==> run_1/logic_types.png <==
Bar = 20 µm.
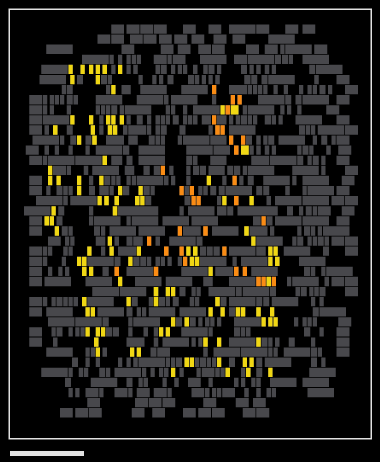
==> run_1/layer_met4.png <==
Bar = 20 µm.
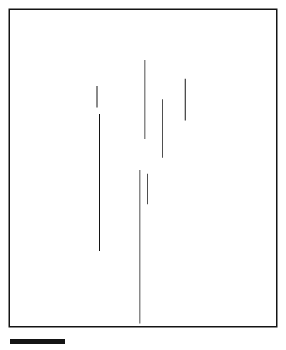
==> run_1/placement_by_type.png <==
Bar = 20 µm. Fill, decap, tap and diode cells in grey.
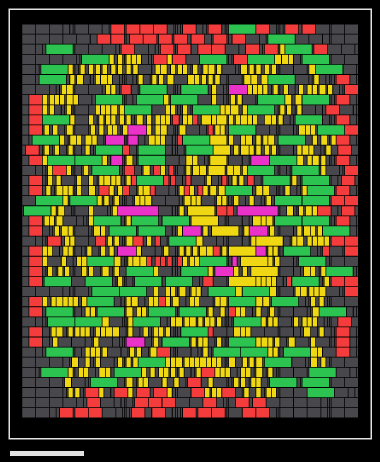
==> run_1/placement.png <==
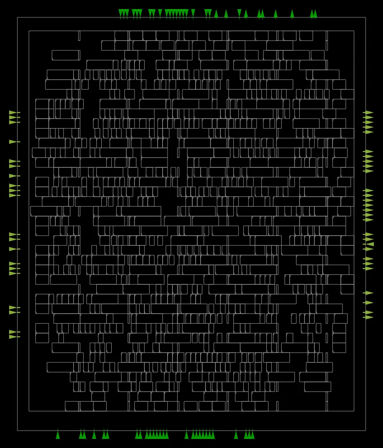
===== config.mk =====
export PLATFORM = sky130hd
export DESIGN_NAME = rca_seq_ctrl
export DESIGN_NICKNAME = d
export VERILOG_FILES = /design/src/rtl/rca_seq_pkg.sv /design/src/rtl/fa.sv /design/src/rtl/rca_seq_ctrl_rca8.sv /design/src/rtl/rca_seq_ctrl.sv
export SDC_FILE = /design/constraint.sdc
export NUM_CORES = 1
export LEC_CHECK = 0
export ABC_AREA = 1
export CORE_ASPECT_RATIO = 1.2
export CORE_MARGIN = 3
export CORE_UTILIZATION = 45
export CTS_BUF_LIST = sky130_fd_sc_hd__clkbuf_8
export CTS_CLUSTER_DIAMETER = 80
export DETAILED_ROUTE_END_ITERATION = 6
export GPL_TIMING_DRIVEN = 0
export HOLD_SLACK_MARGIN = 0.02
export PLACE_DENSITY = 0.7
export RECOVER_POWER = 25
export SLEW_MARGIN = 10
export SYNTH_ARGS = -nofsm -noshare
export SYNTH_HDL_FRONTEND = slang
export SYNTH_SLANG_ARGS = --single-unit

===== constraint.sdc =====
create_clock -name clk -period 5.25 [get_ports clk]
set_clock_uncertainty 0.2 [all_clocks]
set_input_delay 1.05 -clock clk [delete_from_list [all_inputs] [get_ports clk]]
set_output_delay 1.05 -clock clk [all_outputs]
set_load 0.01 [all_outputs]

===== src/rtl/rca_seq_pkg.sv =====
// Shared types and constants for the byte-serial multi-precision adder.
package rca_seq_pkg;

    localparam int BYTE_W = 8;

    typedef enum logic [1:0] {
        IDLE = 2'd0,
        RUN  = 2'd1,
        DONE = 2'd2
    } rca_seq_state_t;

    // A one-word operand still needs a one-bit byte counter.
    function automatic int idx_w(input int words);
        return (words > 1) ? $clog2(words) : 1;
    endfunction

endpackage


===== src/rtl/fa.sv =====
// Single-bit full adder cell.
module fa (
    input  logic i_a,
    input  logic i_b,
    input  logic i_ci,
    output logic o_s,
    output logic o_co
);
    assign o_s  = i_a ^ i_b ^ i_ci;
    assign o_co = (i_a & i_b) | (i_ci & (i_a ^ i_b));
endmodule


===== src/rtl/rca_seq_ctrl_rca8.sv =====
// Combinational 8-bit ripple-carry slice built from a chain of fa cells.
module rca8_cin
    import rca_seq_pkg::*;
(
    input  logic [BYTE_W-1:0] i_a,
    input  logic [BYTE_W-1:0] i_b,
    input  logic              i_cin,
    output logic [BYTE_W-1:0] o_sum,
    output logic              o_cout
);
    logic [BYTE_W:0] w_c;

    assign w_c[0] = i_cin;

    for (genvar g = 0; g < BYTE_W; g++) begin : g_bit
        fa u_fa (
            .i_a  (i_a[g]),
            .i_b  (i_b[g]),
            .i_ci (w_c[g]),
            .o_s  (o_sum[g]),
            .o_co (w_c[g+1])
        );
    end

    assign o_cout = w_c[BYTE_W];
endmodule


===== src/rtl/rca_seq_ctrl.sv =====
// Byte-serial adder controller: one 8-bit slice reused over WORDS cycles.
// Define RCA_SEQ_SUB_EN to add the sub port and A-B support.
module rca_seq_ctrl
    import rca_seq_pkg::*;
#(
    parameter int WORDS = 4
) (
    input  logic                    clk,
    input  logic                    rst,
    input  logic                    in_valid,
    output logic                    in_ready,
    input  logic [BYTE_W*WORDS-1:0] a,
    input  logic [BYTE_W*WORDS-1:0] b,
`ifdef RCA_SEQ_SUB_EN
    input  logic                    sub,
`endif
    output logic                    out_valid,
    input  logic                    out_ready,
    output logic [BYTE_W*WORDS:0]   out,
    output logic                    busy
);
    localparam int N     = BYTE_W * WORDS;
    localparam int IDX_W = idx_w(WORDS);
    localparam logic [IDX_W-1:0] LAST = IDX_W'(WORDS - 1);

    rca_seq_state_t    r_state, w_next;
    logic [IDX_W-1:0]  r_idx;
    logic              r_cy;
    logic [N-1:0]      r_a, r_b;
    logic [N:0]        r_res;
    logic              w_accept;
    logic [BYTE_W-1:0] w_b_byte, w_sum;
    logic              w_co;

`ifdef RCA_SEQ_SUB_EN
    logic r_sub;
    assign w_b_byte = r_b[BYTE_W-1:0] ^ {BYTE_W{r_sub}};
`else
    assign w_b_byte = r_b[BYTE_W-1:0];
`endif

    always_ff @(posedge clk) begin
        if (rst) r_state <= IDLE;
        else     r_state <= w_next;
    end

    always_comb begin
        w_next    = r_state;
        in_ready  = 1'b0;
        out_valid = 1'b0;
        busy      = 1'b0;
        w_accept  = 1'b0;
        case (r_state)
            IDLE: begin
                in_ready = 1'b1;
                w_accept = in_valid;
                if (in_valid) w_next = RUN;
            end
            RUN: begin
                busy = 1'b1;
                if (r_idx == LAST) w_next = DONE;
            end
            DONE: begin
                out_valid = 1'b1;
                if (out_ready) w_next = IDLE;
            end
            default: w_next = IDLE;
        endcase
    end

    rca8_cin u_slice (
        .i_a    (r_a[BYTE_W-1:0]),
        .i_b    (w_b_byte),
        .i_cin  (r_cy),
        .o_sum  (w_sum),
        .o_cout (w_co)
    );

    // Operands shift down a byte per RUN cycle so the slice always sees byte 0.
    always_ff @(posedge clk) begin
        if (rst) begin
            r_idx <= '0;
            r_cy  <= 1'b0;
            r_a   <= '0;
            r_b   <= '0;
            r_res <= '0;
`ifdef RCA_SEQ_SUB_EN
            r_sub <= 1'b0;
`endif
        end else begin
            case (r_state)
                IDLE: begin
                    if (w_accept) begin
                        r_a   <= a;
                        r_b   <= b;
                        r_res <= '0;
                        r_idx <= '0;
`ifdef RCA_SEQ_SUB_EN
                        r_sub <= sub;
                        r_cy  <= sub;
`else
                        r_cy  <= 1'b0;
`endif
                    end
                end
                RUN: begin
                    r_a  <= r_a >> BYTE_W;
                    r_b  <= r_b >> BYTE_W;
                    r_cy <= w_co;
                    for (int k = 0; k < WORDS; k++) begin
                        if (r_idx == IDX_W'(k)) r_res[BYTE_W*k +: BYTE_W] <= w_sum;
                    end
                    if (r_idx == LAST) begin
                        r_res[N] <= w_co;
                        r_idx    <= '0;
                    end else begin
                        r_idx <= r_idx + 1'b1;
                    end
                end
                default: ;
            endcase
        end
    end

    assign out = r_res;

endmodule


==> ci_impl_report.md, run 1 <==
### Flow metrics

| Metric | Value |
|---|---|
| Global routing usage on met1 | 25.8% |
| Vias in the first global route | around 4200 |
| Met2 Use GR | 38.6% |
| Drt first-iter violations | 269 |
| Cell type with the highest aggregate area in the netlist | dfxtp_1 |
| Worst supply voltage drop on vdd | about 0.16 mV |
| Parity-gate share of the synthesized area counting xor and xnor cells | 0% |
| Terminus of the critical flop-to-flop path | out[7]$_SDFFE_PP0P_ |
| Slack of the worst reg-to-reg path | about 0.5 ns |
| Worst EP required | 5.35 ns |
| CTS tree | yes |
| Clk latency late pin | between 0.3 and 0.4 ns |
| Width of the die | 97.1 µm |
| Busiest layer in global routing | met2 |
| Crit path DAT | around 4.9 ns |
| DRC errors left | 0 |
| Unique cell type count in the Yosys netlist | 17 |
| Dpl hpwl | 9.00 mm |
| R2R cell count | 14 |
| Slew margin rel. | 59.6% |
| Floorplan Nets | between 700 and 800 |
| Min Tclk post-route | roughly 4.7 ns |
| Post-Synth Adder-Cell Area | 4.69% |
| Num ports | 104 |
| Crit. End Element | flop |
| Initial DRT Pass Iterations | 5 |
| Routed WL | 11.9 mm |
| GRT overflow | 0 |
| Launch instance of the worst register-to-register path | r_cy$_SDFFE_PP0P_ |
| Overall routing resource usage | 21.1% |
| Gp weighted congestion | 0.822 |
| Smallest setup slack after layout | 0.501 ns |
| Area occupied by multi-input gates | 2130 µm² |
| Compound Share, Synth | 12.1% |
| Met3 WL | 591 µm |
| Nets@finish | around 850 |
| Delay-heaviest family, CP | adder cells |
| Layout cells sized above 1 | 4.66% |
| Flip-flop count of the largest register, all copies and words added | 33 |
| M3 GR Usage | between 2 and 3% |
| Simple Share, Synth | between 30% and 40% |
| Final number of max-transition violations | 0 |
| Synthesis-stage register bit count | 102 |
| Worst Path Buf+Inv | 3 |
| Slew at the pin closest to its max-slew limit | 0.606 ns |
| Flop area | 2040 µm² |
| Most numerous cell in the Yosys netlist | nand2_1 |
| Max Fanout on Critical Path | 4 |
| Final Cycle Share | 90.5% |
| Tally of filler cells in the layout | 972 |
| Top area cells in the synthesized netlist | dfxtp_1 (46%), nand2_1 (21%), nor2_1 (8.9%) |
| Area overhead of the layout relative to synthesis | 30.8% |
| Via Count | 4403 |
| Yosys warning count | 0 |
| Total count of hold-check failures in the final report | 0 |
| Worst hold start | out[19]$_SDFFE_PP0P_ |
| CTS Buffer Depth | 2 |
| Max-capacitance violation count | 0 |
| Clk Tree Root Cell | clkbuf_8 |
| Number of failing setup endpoints in the final timing report | 0 |
| CTS clock-pin slew for the worst setup and hold paths | ~0.10 ns |
| Met2 layer wire length in the routed design | 6.04 mm |
| Critical Path Start Type | flop |
| Hold Crit Depth | 2 |
| Setup CP Type | flop to flop |
| Number of gates given a new drive strength after cts | 0 |
| Synthesized area per cell | 6.83 µm² |
| Largest combinational cell category by area | simple AND/OR/NAND/NOR gates |
| Sinks on the clock net | around 100 |
| Standard cell with the maximum stage delay on the critical path | fa_1 |
| Number of buffers inserted during clock tree synthesis | 9 |
| Die footprint | 11200 µm² |
| Routed length per placed instance | 13.3 µm |
| Share of flip-flops with an asynchronous set or reset | 0% |
| Chain of cells forming the critical path | inv_1, fa_1, fa_1, fa_1, fa_1, fa_1, fa_1, inv_1, fa_1, inv_1, fa_1, nor2_1, nand2_1, a21oi_1 |
| Leading post-synthesis cells by instance count | nand2_1 (256), nor2_1 (106), dfxtp_1 (102), a21oi_1 (56), o21ai_0 (49) |
| Cell area after synthesis | 4480 µm² |
| Highest Signal Layer | met4 |
| Number of antenna repair diodes | 0 |
| Buffers inserted by post-CTS timing repair | 0 |
| Hold-fix buffer count after cts | 0 |
| Maximum frequency from static timing analysis | 0.211 GHz |
| Top cell type's share of synthesized area | 45.6% |
| Wire length of the first global-routing pass | 19.2 mm |
| Antenna violations before repair | 0 |
| Setup repair after global routing missed its margin | false |
| Setup TNS after final layout | 0 ns |
| Yosys cell count | approximately 660 |
| End of the worst hold path | out[19]$_SDFFE_PP0P_ |
| Highest cell delay on the worst timing path | 0.47 ns |
| Area inside the core boundary | 9610 µm² |
| Post-detailed-route via-to-cell ratio | 4.91 |
| Count of H-tree levels built during CTS | 3 |
| Worst-case setup slack after placement | roughly 0.52 ns |
| Gate count of the mapped netlist | 656 |
| Number of port buffers | 102 |
| Antenna-violating nets left | 0 |
| FP Core Util | 46.6% |
| Length of routed wiring on met1 | 5.05 mm |
| Number of logged tool warnings | 29 |
| Result of the run | complete, no violations |
| Power density over the cells | 312 nW/µm² |
About logic_types.png:
- nor cells: yellow (cells 108)
- inv cells: orange (cells 32)

About layer_met4.png:
- nets with wire on the layer: 5
- main direction: vertical
- share of all routed wire: 1.6%

About placement_by_type.png:
- sequential cells: green (cells 102; share of their area 36%)
- combinational and other logic: yellow (cells 517; share of their area 39%)
- clock drivers and dummy loads: magenta (cells 15; share of their area 3.7%)
- remaining buffers and delay cells: red (cells 139; share of their area 21%)

About placement.png:
number of flip-flops and latches: 102
flip-flop and latch share of the layout cell area: 34.8%
utilization after layout: 61.0%

## run 1: cell type report
type	count	share of cell area, %
well taps	123	2.63
clock buffers	9	2.11
repair buffers	102	17.4
flip-flops and latches	102	34.8
clock inverters	6	1.49
multi-input cells	485	36.4
inverters	32	2.05
plain buffers	37	3.03
## run 1: where the power goes
part / switching, mW / internal, mW
logic: 0.243 / 0.168
registers: 0.0359 / 0.842
clock network: 0.275 / 0.266
## run 1: cells in the final DEF (no fill, tap or decap), drive strengths merged
cell,instances
nor2,108
clkinvlp,2
clkbuf,29
dfxtp,102
inv,34
o21ai,49
bufinv,2
fa,8
a21oi,56
o21a,1
nand2,257
nand3,1
buf,17
a211oi,1
dlygate4sd3,2
clkdlybuf4s50,100
ha,4
## run 1: through the flow
stage / area (µm²) / power [mW] / util (%) / hold slack (ns) / cells
2_1_floorplan: 4480 / 1.14 / - / 0.239 / 656
3_3_place_gp: 5650 / 1.30 / 58.8 / 0.248 / 881
3_5_place_dp: 5650 / 1.31 / 58.8 / 0.251 / 881
4_1_cts: 5870 / 1.84 / 61.0 / 0.267 / 896
5_1_grt: 5860 / 1.93 / 61.0 / 0.285 / 896
6_report: 5860 / 1.83 / 61.0 / 0.265 / 896
## run 1: worst max path at each step
stage,depth (start not counted),start,endpoint
floorplan,14,r_cy$_SDFFE_PP0P_,out[15]$_SDFFE_PP0P_
global placement,14,r_cy$_SDFFE_PP0P_,out[23]$_SDFFE_PP0P_
detailed placement,14,r_cy$_SDFFE_PP0P_,out[15]$_SDFFE_PP0P_
CTS,14,r_cy$_SDFFE_PP0P_,out[15]$_SDFFE_PP0P_
global route,14,r_cy$_SDFFE_PP0P_,out[7]$_SDFFE_PP0P_
finish,14,r_cy$_SDFFE_PP0P_,out[7]$_SDFFE_PP0P_
==> inputs of run 2 (changes only) <==
==> constraint.sdc (replaced) <==
create_clock -name clk -period 5.38 [get_ports clk]
set_clock_uncertainty 0.2 [all_clocks]
set_input_delay 1.076 -clock clk [delete_from_list [all_inputs] [get_ports clk]]
set_output_delay 1.076 -clock clk [all_outputs]
set_load 0.01 [all_outputs]
==> run_2/placement.png <==
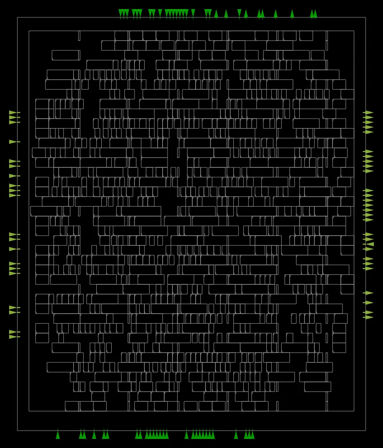
number of rows created at floorplan: 39
area inside the core boundary: 9610 µm²
# Taps: 123
tally of filler cells in the layout: 972
final instance count without filler cells: 896

==> ci_impl_report.md, run 2 <==
### Flow metrics

| Metric | Value |
|---|---|
| Number of gates given a new drive strength after cts | 0 (unchanged) |
| Via Count | 4403 (unchanged) |
| Delay-heaviest family, CP | adder cells |
| Width of the die | 97.1 µm (unchanged) |
| Min Tclk post-route | 4.75 ns (unchanged) |
| Number of antenna repair diodes | 0 (unchanged) |
| Highest cell delay on the worst timing path | 0.47 ns (about the same) |
| Worst hold start | out[19]$_SDFFE_PP0P_ |
| Total count of hold-check failures in the final report | 0 (unchanged) |
| Gate count of the mapped netlist | 656 (unchanged) |
| Clk latency late pin | 0.37 ns (about the same) |
| Layout cells sized above 1 | 4.66% (unchanged) |
| Crit. Startpoint | r_cy$_SDFFE_PP0P_ |
| Chain of cells forming the critical path | inv_1, fa_1, fa_1, fa_1, fa_1, fa_1, fa_1, inv_1, fa_1, inv_1, fa_1, nor2_1, nand2_1, a21oi_1 |
| GRT overflow | 0 (unchanged) |
| Crit. End Element | flop |
| Setup CP Type | flop to flop |
| Relative contribution of combinational cells to total power | 22.5% (about the same) |
| CTS tree | yes |
| Cell area after synthesis | 4480 µm² (unchanged) |
| Worst supply voltage drop on vdd | 0.153 mV (-2.4%) |
| Post-detailed-route via-to-cell ratio | 4.91 (unchanged) |
| Flop area | 2040 µm² (unchanged) |
| Synthesized area per cell | 6.83 µm² (unchanged) |
| Initial DRT Pass Iterations | 5 (unchanged) |
| Slack of the worst reg-to-reg path | 0.63 ns (+0.13 ns) |
| Routed WL | 11.9 mm (unchanged) |
| Unique cell type count in the Yosys netlist | 17 (unchanged) |
| Antenna violations before repair | 0 (unchanged) |
| Power density over the cells | 305 nW/µm² (-2.4%) |
| Floorplan Nets | 736 (unchanged) |
| Global routing usage on met1 | 25.8% (unchanged) |
| Overall routing resource usage | 21.1% (unchanged) |
| Gp weighted congestion | 0.822 (unchanged) |
| Most frequent cells in the layout | nand2_1 (256), nor2_1 (106), dfxtp_1 (102) |
| Flip-flop count of the largest register, all copies and words added | 33 (unchanged) |
| R2R cell count | 14 (unchanged) |
| Area overhead of the layout relative to synthesis | 30.8% (unchanged) |
| Number of port buffers | 102 (unchanged) |
| Clk Tree Root Cell | clkbuf_8 |
| Placed cell area | 5650 µm² (unchanged) |
| FP Core Util | 46.6% (unchanged) |
| Max-capacitance violation count | 0 (unchanged) |
| Flop pwr share | 48.0% (about the same) |
| Slew at the pin closest to its max-slew limit | 0.606 ns (unchanged) |
| Top area cells in the synthesized netlist | dfxtp_1 (46%), nand2_1 (21%), nor2_1 (8.9%) |
| Utilization after layout | 61.0% (unchanged) |
| Nets@finish | 849 (unchanged) |
| Number of buffers inserted during clock tree synthesis | 9 (unchanged) |
| Launch instance of the worst register-to-register path | r_cy$_SDFFE_PP0P_ |
| Setup TNS after final layout | 0 ns (unchanged) |
| Final number of max-transition violations | 0 (unchanged) |
| Maximum frequency from static timing analysis | 0.211 GHz (unchanged) |
| Most numerous logic cell after layout | nand2_1 |
| Number of failing setup endpoints in the final timing report | 0 (unchanged) |
| Standard cell with the maximum stage delay on the critical path | fa_1 |
| Hold Crit Depth | 2 (unchanged) |
| CTS clock-pin slew for the worst setup and hold paths | 0.10 ns (about the same) |
| Worst Path Buf+Inv | 3 (unchanged) |
| Buffers inserted by post-CTS timing repair | 0 (unchanged) |
| Final Cycle Share | 88.3% (-2.2 points) |
| Area occupied by multi-input gates | 2130 µm² (unchanged) |
| M3 GR Usage | 2.55% (unchanged) |
| Number of logged tool warnings | 29 (unchanged) |
| Total number of cells along the worst setup path | 14 (unchanged) |
| Num ports | 104 (unchanged) |
| Yosys warning count | 0 (unchanged) |
| Portion of total power attributed to the clock network | 29.6% (about the same) |
| Share of flip-flops with an asynchronous set or reset | 0% (unchanged) |
| Overall power | 1.79 mW (-2.4%) |
| Die footprint | 11200 µm² (unchanged) |
| Drt first-iter violations | 269 (unchanged) |
| Proportion of total power due to net switching | 30.3% (about the same) |
| Critical Path Start Type | flop |
| Routed length per placed instance | 13.3 µm (unchanged) |
| Result of the run | complete, no violations |
| Dpl hpwl | 9.00 mm (unchanged) |
| Crit path DAT | 4.85 ns (about the same) |
| Top cell type's share of synthesized area | 45.6% (unchanged) |
| Sinks on the clock net | 102 (unchanged) |
| Wire length of the first global-routing pass | 19.2 mm (unchanged) |
| Most numerous cell in the Yosys netlist | nand2_1 |
| Crit path capture | out[7]$_SDFFE_PP0P_ |
| CTS Buffer Depth | 2 (unchanged) |
| End of the worst hold path | out[19]$_SDFFE_PP0P_ |
| Worst EP required | 5.48 ns (+0.13 ns) |
| Hold-fix buffer count after cts | 0 (unchanged) |
| DRC errors left | 0 (unchanged) |
| Terminus of the critical flop-to-flop path | out[7]$_SDFFE_PP0P_ |
| Yosys cell count | 656 (unchanged) |
| Max Fanout on Critical Path | 4 (unchanged) |
| Antenna-violating nets left | 0 (unchanged) |
| Leading post-synthesis cells by instance count | nand2_1 (256), nor2_1 (106), dfxtp_1 (102), a21oi_1 (56), o21ai_0 (49) |
| Cell type with the highest aggregate area in the netlist | dfxtp_1 |
| Setup repair after global routing missed its margin | false |
| Synthesis-stage register bit count | 102 (unchanged) |
| Slew margin rel. | 59.6% (unchanged) |
| Total non-filler cell area in the finished layout | 5860 µm² (unchanged) |
| Met2 Use GR | 38.6% (unchanged) |
| Net Switching | 0.541 mW (-2.4%) |
| Total internal power | 1.25 mW (-2.4%) |
==> run 2: cell counts after synthesis <==
Identical to the previous run, type by type.
==> run 2: metal layers <==
| layer | vias to the layer above | wire [µm] |
|---|---|---|
| li1 | 2246 | - |
| met1 | 2010 | 5050 |
| met2 | 130 | 6040 |
| met3 | 17 | 591 |
| met4 | 0 | 188 |
| met5 | - | 0 |
==> run 2: final cells by class <==
type                       instances  area share (%)
timing repair buffer             102            17.4
sequential                       102            34.8
clock inverter                     6            1.49
clock buffer                       9            2.11
buffer                            37            3.03
tap                              123            2.63
multi-input combinational        485            36.4
inverter                          32            2.05
==> run 2: power by group through the flow <==
stage               clock network [mW]  logic (mW)  registers [mW]
floorplan                            0       0.245           0.869
global placement                     0       0.396           0.871
detailed placement                   0       0.402           0.873
CTS                              0.533       0.405           0.856
global route                     0.564       0.452           0.865
finish                           0.528       0.401           0.857
==> run 2: cells by family after synthesis <==
family | Yosys count | share of synthesized area (%)
AND/OR/NAND/NOR | 366 | 30.9
AND-OR/OR-AND | 107 | 12.1
flip-flops | 102 | 45.6
buffers and inverters | 69 | 6.79
adder cells (fa/ha/maj) | 12 | 4.69
==> run 2: tightest hold or removal path: cells and delay by family, from the launching register on <==
family / cells / cell delay [ns]
compound gates: 1 / 0.05
simple gates: 1 / 0.06
flops: 1 / 0.32
==> run 2: per-stage QoR <==
stage	hold slack, ns	cells	setup WS [ns]
after floorplan	0.239	656	0.963
after global placement	0.248	881	0.754
after detailed placement	0.251	881	0.645
after CTS	0.267	896	0.616
after global routing	0.285	896	0.358
final	0.265	896	0.631
No activity file was given, so power comes from the tool's default toggle rates.
